[src/rtl/fixed_point_pkg.sv]
// Shared fixed-point and trading types for the tick pipeline and its order stage.
package fixed_point_pkg;

  typedef logic [31:0] q16_t;

  typedef logic signed [1:0] signal_t;
  localparam signal_t SIG_BUY     = 2'sb01;
  localparam signal_t SIG_SELL    = 2'sb11;
  localparam signal_t SIG_HOLD    = 2'sb00;
  localparam signal_t SIG_ILLEGAL = 2'sb10;

  typedef enum logic {
    SIDE_BUY  = 1'b0,
    SIDE_SELL = 1'b1
  } order_side_t;

  typedef struct packed {
    order_side_t side;
    logic [7:0]  qty;
    q16_t        px;
  } order_t;

endpackage

[src/rtl/order_cooldown_timer.sv]
// Down-counter that holds off new orders for COOLDOWN cycles after a fill.
module order_cooldown_timer #(
  parameter int COOLDOWN = 8
) (
  input  logic clk,
  input  logic rst_n,
  input  logic load,
  input  logic count,
  output logic done
);

  // A zero cooldown never enters COOL, but the counter still needs one bit.
  localparam int W = (COOLDOWN > 0) ? $clog2(COOLDOWN + 1) : 1;
  localparam logic [W-1:0] INIT = W'(COOLDOWN);

  logic [W-1:0] cnt;

  always_ff @(posedge clk or negedge rst_n) begin
    if (!rst_n)                        cnt <= '0;
    else if (load)                     cnt <= INIT;
    else if (count && cnt != '0)       cnt <= cnt - W'(1);
  end

  assign done = (cnt == W'(1));

endmodule

[src/rtl/signal_to_order.sv]
// Turns tick_pipeline trade signals into limit orders priced at the latest tick,
// with net-position limiting and a post-fill cooldown.
module signal_to_order
  import fixed_point_pkg::*;
#(
  parameter int MAX_POS   = 4,
  parameter int ORDER_QTY = 1,
  parameter int COOLDOWN  = 8
) (
  input  logic        clk,
  input  logic        rst_n,
  input  logic        px_valid,
  input  logic [31:0] px,
  input  logic        sig_valid,
  input  logic [1:0]  sig,
  output logic        ord_valid,
  input  logic        ord_ready,
  output logic        ord_side,
  output logic [7:0]  ord_qty,
  output logic [31:0] ord_px,
  output logic [7:0]  position,
  output logic        busy,
  output logic [15:0] drop_cnt
);

  typedef enum logic [1:0] {IDLE, SEND, COOL} state_t;

  localparam logic signed [8:0] MAX9 = 9'(MAX_POS);
  localparam logic signed [8:0] QTY9 = 9'(ORDER_QTY);

  state_t            state, state_nx;
  q16_t              last_px;
  logic              have_px;
  logic signed [8:0] pos9;
  order_t            ord_q, ord_d;

  signal_t           s;
  logic              is_buy, is_sell, price_ok, at_limit, accept, drop, hs, cool_done;
  logic signed [8:0] headroom, qty_clamp, fill9;

  assign s        = signal_t'(sig);
  assign is_buy   = (s == SIG_BUY);
  assign is_sell  = (s == SIG_SELL);
  // A tick arriving alongside the signal is a usable price via the bypass.
  assign price_ok = have_px | px_valid;
  assign headroom = is_sell ? (MAX9 + pos9) : (MAX9 - pos9);
  assign at_limit = is_sell ? (pos9 <= -MAX9) : (pos9 >= MAX9);
  assign qty_clamp = (headroom < QTY9) ? headroom : QTY9;

  assign accept = (state == IDLE) && sig_valid && (is_buy || is_sell) && price_ok && !at_limit;
  assign drop   = sig_valid && (s != SIG_HOLD) && !accept;
  assign hs     = (state == SEND) && ord_ready;
  assign fill9  = $signed({1'b0, ord_q.qty});

  always_comb begin
    ord_d      = ord_q;
    ord_d.side = is_sell ? SIDE_SELL : SIDE_BUY;
    ord_d.qty  = qty_clamp[7:0];
    ord_d.px   = px_valid ? px : last_px;
  end

  always_comb begin
    state_nx = state;
    case (state)
      IDLE:    if (accept) state_nx = SEND;
      SEND:    if (hs) state_nx = (COOLDOWN == 0) ? IDLE : COOL;
      COOL:    if (cool_done) state_nx = IDLE;
      default: state_nx = IDLE;
    endcase
  end

  order_cooldown_timer #(.COOLDOWN(COOLDOWN)) u_cool (
    .clk   (clk),
    .rst_n (rst_n),
    .load  (hs),
    .count (state == COOL),
    .done  (cool_done)
  );

  always_ff @(posedge clk or negedge rst_n) begin
    if (!rst_n) begin
      state     <= IDLE;
      last_px   <= '0;
      have_px   <= 1'b0;
      pos9      <= '0;
      ord_q     <= '0;
      ord_valid <= 1'b0;
      busy      <= 1'b0;
      drop_cnt  <= '0;
    end else begin
      state     <= state_nx;
      ord_valid <= (state_nx == SEND);
      busy      <= (state_nx != IDLE);
      if (px_valid) begin
        last_px <= px;
        have_px <= 1'b1;
      end
      if (accept) ord_q <= ord_d;
      if (hs) pos9 <= (ord_q.side == SIDE_SELL) ? pos9 - fill9 : pos9 + fill9;
      if (drop && drop_cnt != 16'hFFFF) drop_cnt <= drop_cnt + 16'd1;
    end
  end

  assign ord_side = ord_q.side;
  assign ord_qty  = ord_q.qty;
  assign ord_px   = ord_q.px;
  assign position = pos9[7:0];

endmodule

[config.mk]
export PLATFORM = sky130hd
export DESIGN_NAME = signal_to_order
export DESIGN_NICKNAME = d
export VERILOG_FILES = /design/src/rtl/fixed_point_pkg.sv /design/src/rtl/order_cooldown_timer.sv /design/src/rtl/signal_to_order.sv
export SDC_FILE = /design/constraint.sdc
export NUM_CORES = 1
export LEC_CHECK = 0
export CELL_PAD_IN_SITES_DETAIL_PLACEMENT = 0
export CELL_PAD_IN_SITES_GLOBAL_PLACEMENT = 1
export CORE_MARGIN = 4
export CORE_UTILIZATION = 40
export DETAILED_ROUTE_END_ITERATION = 16
export PLACE_DENSITY_LB_ADDON = 0.3
export REMOVE_ABC_BUFFERS = 1
export SYNTH_ARGS = -nofsm -noshare
export SYNTH_HDL_FRONTEND = slang
export SYNTH_HIERARCHICAL = 1
export SYNTH_SLANG_ARGS = --single-unit
[constraint.sdc]
create_clock -name clk -period 3.3 [get_ports clk]
set_input_delay 0.66 -clock clk [delete_from_list [all_inputs] [get_ports clk]]
set_output_delay 0.66 -clock clk [all_outputs]
set_load 0.02 [all_outputs]
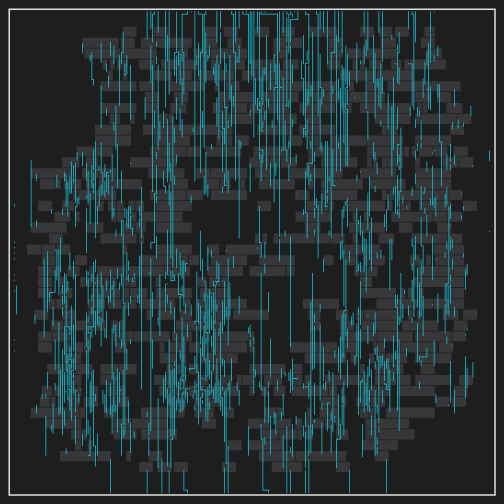
(signal wires on met2)
(4 px per µm)
546 nets have wire on it. The layer holds 48% of the routed length.

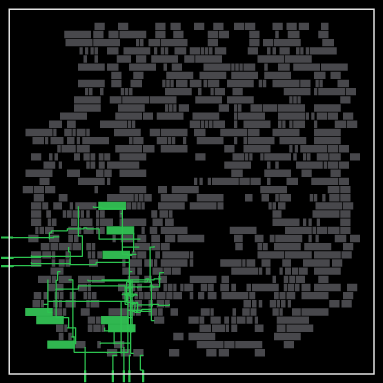
(nets reached from selected ports)
(3 px per µm)
Key: `position` = green [bits 8, direction output, edge 5 bottom, 3 left, end cells 8, buffers 8, wire 648 µm]
IO Pins: 106
count of input and output buffers: 105

==> out/results.txt <==
status: completed
EDFF count, synth: 0
non-clk buf share: 16.8%
clock share of power: 19.6%
Top cell excl fill/tap: nand2_1
nonclk buf count: 113
r2r setup slk: 0.53 ns
fin cells: 778
Worst Hold Margin: 0.381 ns
mux frac, synth: 8.39%
share of cells above drive strength 1: 11.9%
Avg Inst Size Synth: 10.2 µm²
crit-path leading delay family: simple AND/OR/NAND/NOR gates
Pleak: 3.04 nW
tap cell count: 172
logic share of the area: 33.8%
Placed Instances: 762
area share, top type: 52.4%
Routed Antenna Nets: 0
CTS Hold Bufs: 0
largest net degree at the start of global routing: 63
Worst-path clk slew: 0.07 ns
Top cells excl fill/tap: nand2_1, dfrtp_1, clkdlybuf4s50_1
wire per inst: 15.2 µm
Switch Pwr: 0.00246 W
count leader, synth: nand2_1
aoi share: 6.90%
Post-layout nets: 658
top cells by count: nand2_1, dfrtp_1, mux2_2
clk_lat worst skew: 0.35 ns
Logic inverters: 15
DRC Markers: 0
RSZ-0062 raised after global routing: false
area grow syn2layout: 30.4%
tool warnings: 29
final hold violation count: 0
combinational gate area: 2250 µm²
initial antenna violation count: 0
Cell area leaders: dfrtp_1, nand2_1, mux2_2, ha_1, xor2_1
Post-Synthesis Cell Area: 5110 µm²
Worst Setup SP: ord_qty[4]$_DFFE_PN0P_
CP endpoint: pos9[8]$_DFFE_PN0P_
Worst setup EP type: register
Core ar.: 12,600 µm²
final setup margin: 0.527 ns
vias after detailed routing: 3,837
P_int: 0.00380 W
setup bufs post-CTS: 0
Setup-failing EPs final: 0
DP Area: 6320 µm²
CP Cell Sequence: or3_1, nor3_1, nor2_1, xnor2_1, ha_1, nand3_1, o211ai_1, o41ai_1, xnor2_1, nor2_1, xor2_1
ys flop type: dfrtp_1
Overall Power: 0.00626 W
multi-input gates: 355
ratio of total power to cell area: 939 nW/µm²
row count: 41
Worst Path Arrival: 3.06 ns
register share of the cell area: 40.2%
Hold WC Path Type: input pin to asynchronous set/reset pin
Clock Path Buffers: 2
Post-synth ARST share: 100%
Final TNS setup: 0 ns
first-pass GRT wire length: 19,200 µm
CTS H-tree depth: 3
Fillers: 1,140
flip-flops: 107
Pre-Repair DR Iteration Count: 5
VDD IR max: 612 µV
via count of the first global-routing pass: 3,769
Mapped Cells: 502
fp util: 40.7%
warnings from Yosys: 6
drt initial violations: 296
XOR/XNOR share of the synthesized area: 5.65%
Top logic family: simple AND/OR/NAND/NOR gates
Sink Count: 107
clock tree from TritonCTS: done
-- routing by layer --
layer	routed length [µm]	part of all wire, %	GRT usage [%]
met4	274	2.3	7.93
met3	612	5.2	3.45
met2	5680	48	27.0
met1	5240	44	21.6
met5	0	0	0
-- power groups by stage --
stage,combinational [W],sequential [W],clock [W]
after detailed placement,0.00296,0.00212,0
after global routing,0.00325,0.00216,0.00130
after global placement,0.00291,0.00210,0
after floorplan,0.00149,0.00240,0
final,0.00294,0.00209,0.00122
after CTS,0.00297,0.00210,0.00125
-- registers in the layout (all words and copies together) (netlist names) --
register,cells
last_px,32
have_px,1
ord_px,32
u_cool/cnt,4
ord_valid,1
ord_side,1
drop_cnt,16
state,2
pos9,9
busy,1
ord_qty,8
Power figures rest on the tool's default switching activity, not on a simulated workload.
